## config.mk

```make
export PLATFORM = sky130hd
export DESIGN_NAME = mem_port_arbiter
export DESIGN_NICKNAME = d
export VERILOG_FILES = /design/src/rtl/mem_port_arbiter.sv
export SDC_FILE = /design/constraint.sdc
export NUM_CORES = 1
export LEC_CHECK = 0
export CORE_MARGIN = 2
export CORE_UTILIZATION = 45
export DETAILED_ROUTE_END_ITERATION = 8
export GPL_ROUTABILITY_DRIVEN = 0
export PLACE_DENSITY = 0.74
export SLEW_MARGIN = 20
export SYNTH_ARGS = -nofsm -noshare
export SYNTH_HDL_FRONTEND = slang
export SYNTH_SLANG_ARGS = --single-unit
```

## constraint.sdc

```tcl
create_clock -name clk -period 2.3 [get_ports clk]
set_input_delay 0.46 -clock clk [delete_from_list [all_inputs] [get_ports clk]]
set_output_delay 0.46 -clock clk [all_outputs]
set_load 0.005 [all_outputs]
```

## src/rtl/mem_port_arbiter.sv

```systemverilog
// Byte-wide memory bank shared by the fetch port and the data load/store port; word accesses run as four beats.
// Build option: define ROUND_ROBIN_EN for alternating grants on collisions (default is fixed dm-over-fetch priority).
module mem_port_arbiter #(
    parameter int ADDR_W = 12
) (
    input  logic              clk,
    input  logic              rst,
    input  logic              if_req,
    input  logic [ADDR_W-1:0] if_addr,
    output logic [31:0]       if_rdata,
    output logic              if_ack,
    input  logic              dm_req,
    input  logic              dm_we,
    input  logic [ADDR_W-1:0] dm_addr,
    input  logic [31:0]       dm_wdata,
    output logic [31:0]       dm_rdata,
    output logic              dm_ack,
    output logic              err,
    output logic              mem_en,
    output logic              mem_we,
    output logic [ADDR_W-1:0] mem_addr,
    output logic [7:0]        mem_wdata,
    input  logic [7:0]        mem_rdata,
    output logic              busy
);

    typedef enum logic [1:0] {
        S_IDLE = 2'd0,
        S_XFER = 2'd1,
        S_TAIL = 2'd2,
        S_RESP = 2'd3
    } state_t;

    // Big-endian byte pick: index 0 is the most significant byte.
    function automatic logic [7:0] f_byte_sel(input logic [31:0] word, input logic [1:0] idx);
        case (idx)
            2'd0:    f_byte_sel = word[31:24];
            2'd1:    f_byte_sel = word[23:16];
            2'd2:    f_byte_sel = word[15:8];
            2'd3:    f_byte_sel = word[7:0];
            default: f_byte_sel = 8'h00;
        endcase
    endfunction

    state_t              r_state;
    logic [1:0]          r_beat;
    logic                r_port_dm;
    logic                r_we;
    logic [ADDR_W-3:0]   r_base;
    logic [31:0]         r_wdata;
    logic [23:0]         r_rdbuf;
    logic                r_if_ack, r_dm_ack, r_err, r_busy;
    logic                r_mem_en, r_mem_we;
    logic [ADDR_W-1:0]   r_mem_addr;
    logic [7:0]          r_mem_wdata;
    logic [31:0]         r_if_rdata, r_dm_rdata;

    logic                w_grant_dm;
    logic [ADDR_W-1:0]   w_gnt_addr;
    logic                w_gnt_we;
    state_t              w_state_nxt;
    logic [1:0]          w_beat_nxt;
    logic                w_port_nxt;
    logic                w_we_nxt;
    logic [ADDR_W-3:0]   w_base_nxt;
    logic [31:0]         w_wdata_nxt;
    logic                w_mis;
    logic                w_mem_en_nxt, w_mem_we_nxt;
    logic [ADDR_W-1:0]   w_mem_addr_nxt;
    logic [7:0]          w_mem_wdata_nxt;
    logic                w_resp_nxt;
    logic [31:0]         w_load_word;

`ifdef ROUND_ROBIN_EN
    logic                r_last_dm;

    // Collision winner alternates; a lone request always wins.
    always_comb begin
        w_grant_dm = 1'b0;
        if (dm_req && if_req) begin
            w_grant_dm = ~r_last_dm;
        end else begin
            w_grant_dm = dm_req;
        end
    end

    // Remember which port won the most recent grant.
    always_ff @(posedge clk or negedge rst) begin
        if (!rst) begin
            r_last_dm <= 1'b0;
        end else if (r_state == S_IDLE && (if_req || dm_req)) begin
            r_last_dm <= w_grant_dm;
        end else begin
            r_last_dm <= r_last_dm;
        end
    end
`else
    // Fixed priority: the data port always beats the fetch port.
    always_comb begin
        w_grant_dm = 1'b0;
        w_grant_dm = dm_req;
    end
`endif

    assign w_gnt_addr  = w_grant_dm ? dm_addr : if_addr;
    assign w_gnt_we    = w_grant_dm & dm_we;
    assign w_load_word = {r_rdbuf, mem_rdata};

    // Next-state and next-context logic.
    always_comb begin
        w_state_nxt = r_state;
        w_beat_nxt  = r_beat;
        w_port_nxt  = r_port_dm;
        w_we_nxt    = r_we;
        w_base_nxt  = r_base;
        w_wdata_nxt = r_wdata;
        w_mis       = 1'b0;
        case (r_state)
            S_IDLE: begin
                if (if_req || dm_req) begin
                    w_port_nxt  = w_grant_dm;
                    w_we_nxt    = w_gnt_we;
                    w_base_nxt  = w_gnt_addr[ADDR_W-1:2];
                    w_wdata_nxt = dm_wdata;
                    w_beat_nxt  = 2'd0;
                    if (w_gnt_addr[1:0] != 2'd0) begin
                        w_mis       = 1'b1;
                        w_state_nxt = S_RESP;
                    end else begin
                        w_state_nxt = S_XFER;
                    end
                end else begin
                    w_state_nxt = S_IDLE;
                end
            end
            S_XFER: begin
                if (r_beat == 2'd3) begin
                    w_state_nxt = r_we ? S_RESP : S_TAIL;
                end else begin
                    w_beat_nxt  = r_beat + 2'd1;
                    w_state_nxt = S_XFER;
                end
            end
            S_TAIL:  w_state_nxt = S_RESP;
            S_RESP:  w_state_nxt = S_IDLE;
            default: w_state_nxt = S_IDLE;
        endcase
    end

    // Outputs are computed for the upcoming state so they can be registered.
    always_comb begin
        w_mem_en_nxt    = 1'b0;
        w_mem_we_nxt    = 1'b0;
        w_mem_addr_nxt  = '0;
        w_mem_wdata_nxt = 8'h00;
        if (w_state_nxt == S_XFER) begin
            w_mem_en_nxt    = 1'b1;
            w_mem_we_nxt    = w_we_nxt;
            w_mem_addr_nxt  = {w_base_nxt, w_beat_nxt};
            w_mem_wdata_nxt = w_we_nxt ? f_byte_sel(w_wdata_nxt, w_beat_nxt) : 8'h00;
        end else begin
            w_mem_en_nxt    = 1'b0;
        end
        w_resp_nxt = (w_state_nxt == S_RESP);
    end

    // State register.
    always_ff @(posedge clk or negedge rst) begin
        if (!rst) begin
            r_state <= S_IDLE;
        end else begin
            r_state <= w_state_nxt;
        end
    end

    // Access context latched on the grant edge, beat counter advanced per beat.
    always_ff @(posedge clk or negedge rst) begin
        if (!rst) begin
            r_beat    <= 2'd0;
            r_port_dm <= 1'b0;
            r_we      <= 1'b0;
            r_base    <= '0;
            r_wdata   <= 32'h0;
        end else begin
            r_beat    <= w_beat_nxt;
            r_port_dm <= w_port_nxt;
            r_we      <= w_we_nxt;
            r_base    <= w_base_nxt;
            r_wdata   <= w_wdata_nxt;
        end
    end

    // Read bytes arrive one beat late: beat n captures the byte of beat n-1.
    always_ff @(posedge clk or negedge rst) begin
        if (!rst) begin
            r_rdbuf <= 24'h0;
        end else if (r_state == S_XFER && !r_we) begin
            case (r_beat)
                2'd1:    r_rdbuf[23:16] <= mem_rdata;
                2'd2:    r_rdbuf[15:8]  <= mem_rdata;
                2'd3:    r_rdbuf[7:0]   <= mem_rdata;
                default: r_rdbuf        <= r_rdbuf;
            endcase
        end else begin
            r_rdbuf <= r_rdbuf;
        end
    end

    // Registered bank strobes, handshake outputs and held read words.
    always_ff @(posedge clk or negedge rst) begin
        if (!rst) begin
            r_mem_en    <= 1'b0;
            r_mem_we    <= 1'b0;
            r_mem_addr  <= '0;
            r_mem_wdata <= 8'h00;
            r_if_ack    <= 1'b0;
            r_dm_ack    <= 1'b0;
            r_err       <= 1'b0;
            r_busy      <= 1'b0;
            r_if_rdata  <= 32'h0;
            r_dm_rdata  <= 32'h0;
        end else begin
            r_mem_en    <= w_mem_en_nxt;
            r_mem_we    <= w_mem_we_nxt;
            r_mem_addr  <= w_mem_addr_nxt;
            r_mem_wdata <= w_mem_wdata_nxt;
            r_if_ack    <= w_resp_nxt & ~w_port_nxt;
            r_dm_ack    <= w_resp_nxt & w_port_nxt;
            r_err       <= w_mis;
            r_busy      <= (w_state_nxt != S_IDLE);
            if (r_state == S_TAIL) begin
                if (r_port_dm) begin
                    r_dm_rdata <= w_load_word;
                end else begin
                    r_if_rdata <= w_load_word;
                end
            end else begin
                r_if_rdata <= r_if_rdata;
                r_dm_rdata <= r_dm_rdata;
            end
        end
    end

    assign if_ack    = r_if_ack;
    assign dm_ack    = r_dm_ack;
    assign err       = r_err;
    assign busy      = r_busy;
    assign mem_en    = r_mem_en;
    assign mem_we    = r_mem_we;
    assign mem_addr  = r_mem_addr;
    assign mem_wdata = r_mem_wdata;
    assign if_rdata  = r_if_rdata;
    assign dm_rdata  = r_dm_rdata;

endmodule

```

==> images/layer_met4.png <==
Scale: 4 px per µm. Supply wires on this layer in gray.
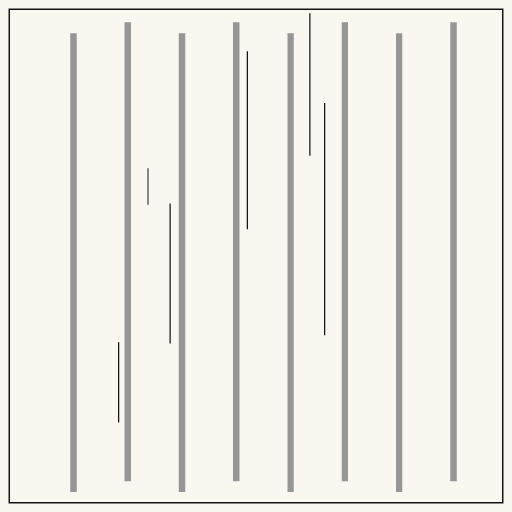
- nets with wire on the layer: 3
- wire length on this layer: 201 µm
- main direction: vertical

==> images/detail.png <==
Window x 47 to 77, y 22 to 52 µm. Cells in gray, sequential cells in the stronger gray; small squares are vias.
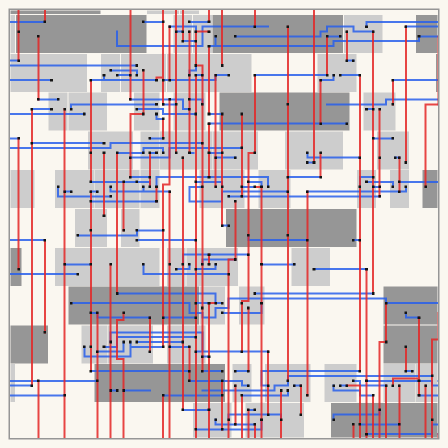
- blue: metal 1
- red: metal 2
- netlist names of flops here include: r_beat (2), r_state (2)
- sequential cells in the window: 7
- cells with their middle in the window: 51
- most frequent: dfrtp_1 (7), nor2_1 (6), nand2_1 (5)

==> images/logic_types.png <==
Scale: 4 px per µm.
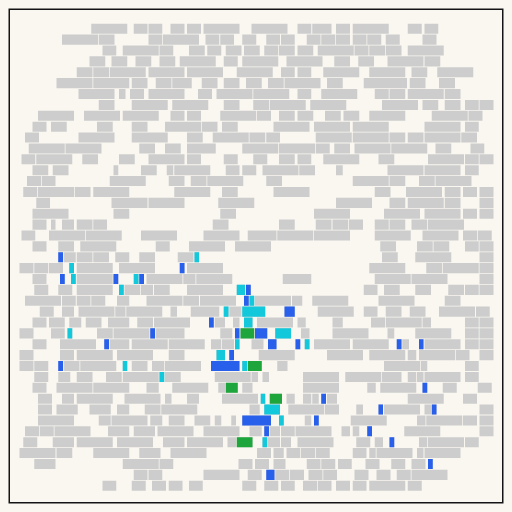
- green: AND-OR and OR-AND gates (cells 5; where bottom center)
- cyan: NOR gates (cells 22; most used nor2_1)
- blue: NAND gates (cells 31; most used nand2_1)

==> images/congestion.png <==
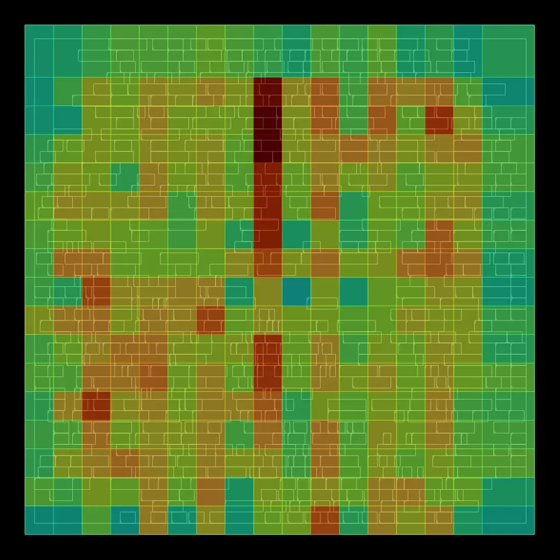
grt met2 use: 31.1%
Total GRT Usage: 19.7%
met3 Track Usage GR: 5.03%

==> images/metal_density.png <==
Scale: 3 px per µm. The die is cut into 25 by 25 equal tiles; white is low, dark blue is high, scaled to the fullest tile. Values are wire area over tile area, all layers added.
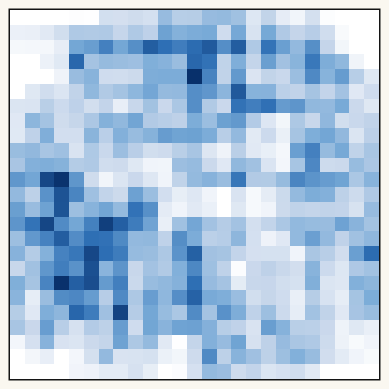
- fullest tile: 0.42
- nearly empty tiles: 5.9%
- tiles over half the peak: 22%
- mean over tiles: 0.15

==> results.toml <==
# implementation run metrics
[power]
p_clk_share_pct = 21.1
pwr-share-comb_pct = 39.5
seqPwrFrac_pct = 39.4
finalPower_uw = 12700
power_combinational_uw = 5000
seq-power_uw = 4980
power.leakage_uw = 0.00380
ir_worst_vdd_v = 0.000547

[logic_synthesis]
synthTopLogicFamily = "multiplexers"
synth.top_cell.area_share_pct = 63.6
syn-cell-area_um2 = 6370
ys_seq_share_pct = 63.6
ys_sh_mux_pct = 23.2
ys_async_sr_fraction_pct = 100
ys_sh_adder_pct = 0
synthSimpleGateAreaFrac_pct = 5.81
flop_cell = "dfrtp_1"
fp_nets = 492
ys_chip_area_um2 = 6370
synthCells = 423
avgSynthCellArea_um2 = 15.1
yosysWarnings = 0
largest_area_cell = "dfrtp_1"
ys_sh_aoi_pct = 5.18
yosysUniqueCellTypes = 39
synth_top_cell_by_count = "dfrtp_1"
synthTopCellsByArea = "dfrtp_1, mux2_2, mux2_4, mux2i_1, nand2_1"
yosys_cells = 423

[placed_design]
hpwl_mm = 9.62
placed_area_um2 = 8210
place_ws_ps = 0.254
dp_cells = 755
io_buffers = 158

[sta]
tightestPinTransition_ps = 570
hold_viol = 0
fin_crit_sh_pct = 81.8
max_freq_mhz = 532
setup_violations = 0
rsz0062_at_grt = "false"
slew-limit-headroom_pct = 61.9
hold_slack_ps = 480
tns_ps = 0
clock_skew_ps = 8.23

[routing]
dr_wl_met3_um = 733
routed_wirelength_mm = 14.1
vias_per_cell = 5.16
antenna_left = 0
highest_layer = "met4"
wl_per_cell_um = 17.9
wl_met1_mm = 6.23
wl_met2_mm = 6.91
detailroute.via_count = 4063
drt_first_iter_violations = 237

[final_layout]
clock_area_share_pct = 6.45
comb_cells = 241
buffers = 171
nClkBuffers = 22
comb_share_pct = 24.9
fin_util_pct = 63.3
area_share_nonclk_buffers_pct = 19.9
flop_area_um2 = 4050
most-common-layout-cells = "dfrtp_1, clkdlybuf4s50_1, mux2_2, nand2_1, clkbuf_16"
n_all_inverters = 2
postLayoutCellArea_um2 = 8790
final_nets = 664
antennaDiodeCount = 0
sh_seq_area_pct = 46.1
final-comb-area_um2 = 2190
final_cells = 788
area_growth_pct = 37.9

[critical_path]
crit_start = "dm_req"
worstSetupPathType = "input port to flop"
crit_buf_inv = 3
startpoint_type = "input port"
critPathMaxStageDelay_ps = 450
reg2regPathDepth = 6
critPathTopFamily = "buffers and inverters"
timing.rr.start = "r_state[1]"
timing.rr.end = "mem_wdata[2]"

[clock_network]
clockRootBuffer = "clkbuf_16"
cts_buffers = 17
cts_tree = "yes"
cts_num_sinks = 162
holdBufCountCts = 1
clock_latency_ps = 410
cts_resized = 0
h-tree-depth = 4

[outcome]
status = "finished, final reports clean"

[global_route]
grt_max_degree = 66
gr-total-overflow = 0
grt_pass1_vias = 4335
antenna_found_initial = 0

[die]
coreArea_um2 = 13900
num_rows = 43
die_y_um = 123
chipWidth_um = 123
tap_cells = 180
dieArea_um2 = 15100
boundaryPins = 159

[min_path]
hold_path_end = "r_base[4]"
min_path_cells = 2
hold_start = "r_base[4]"

[job]
warning_count = 26
No activity file was given, so power comes from the tool's default toggle rates.
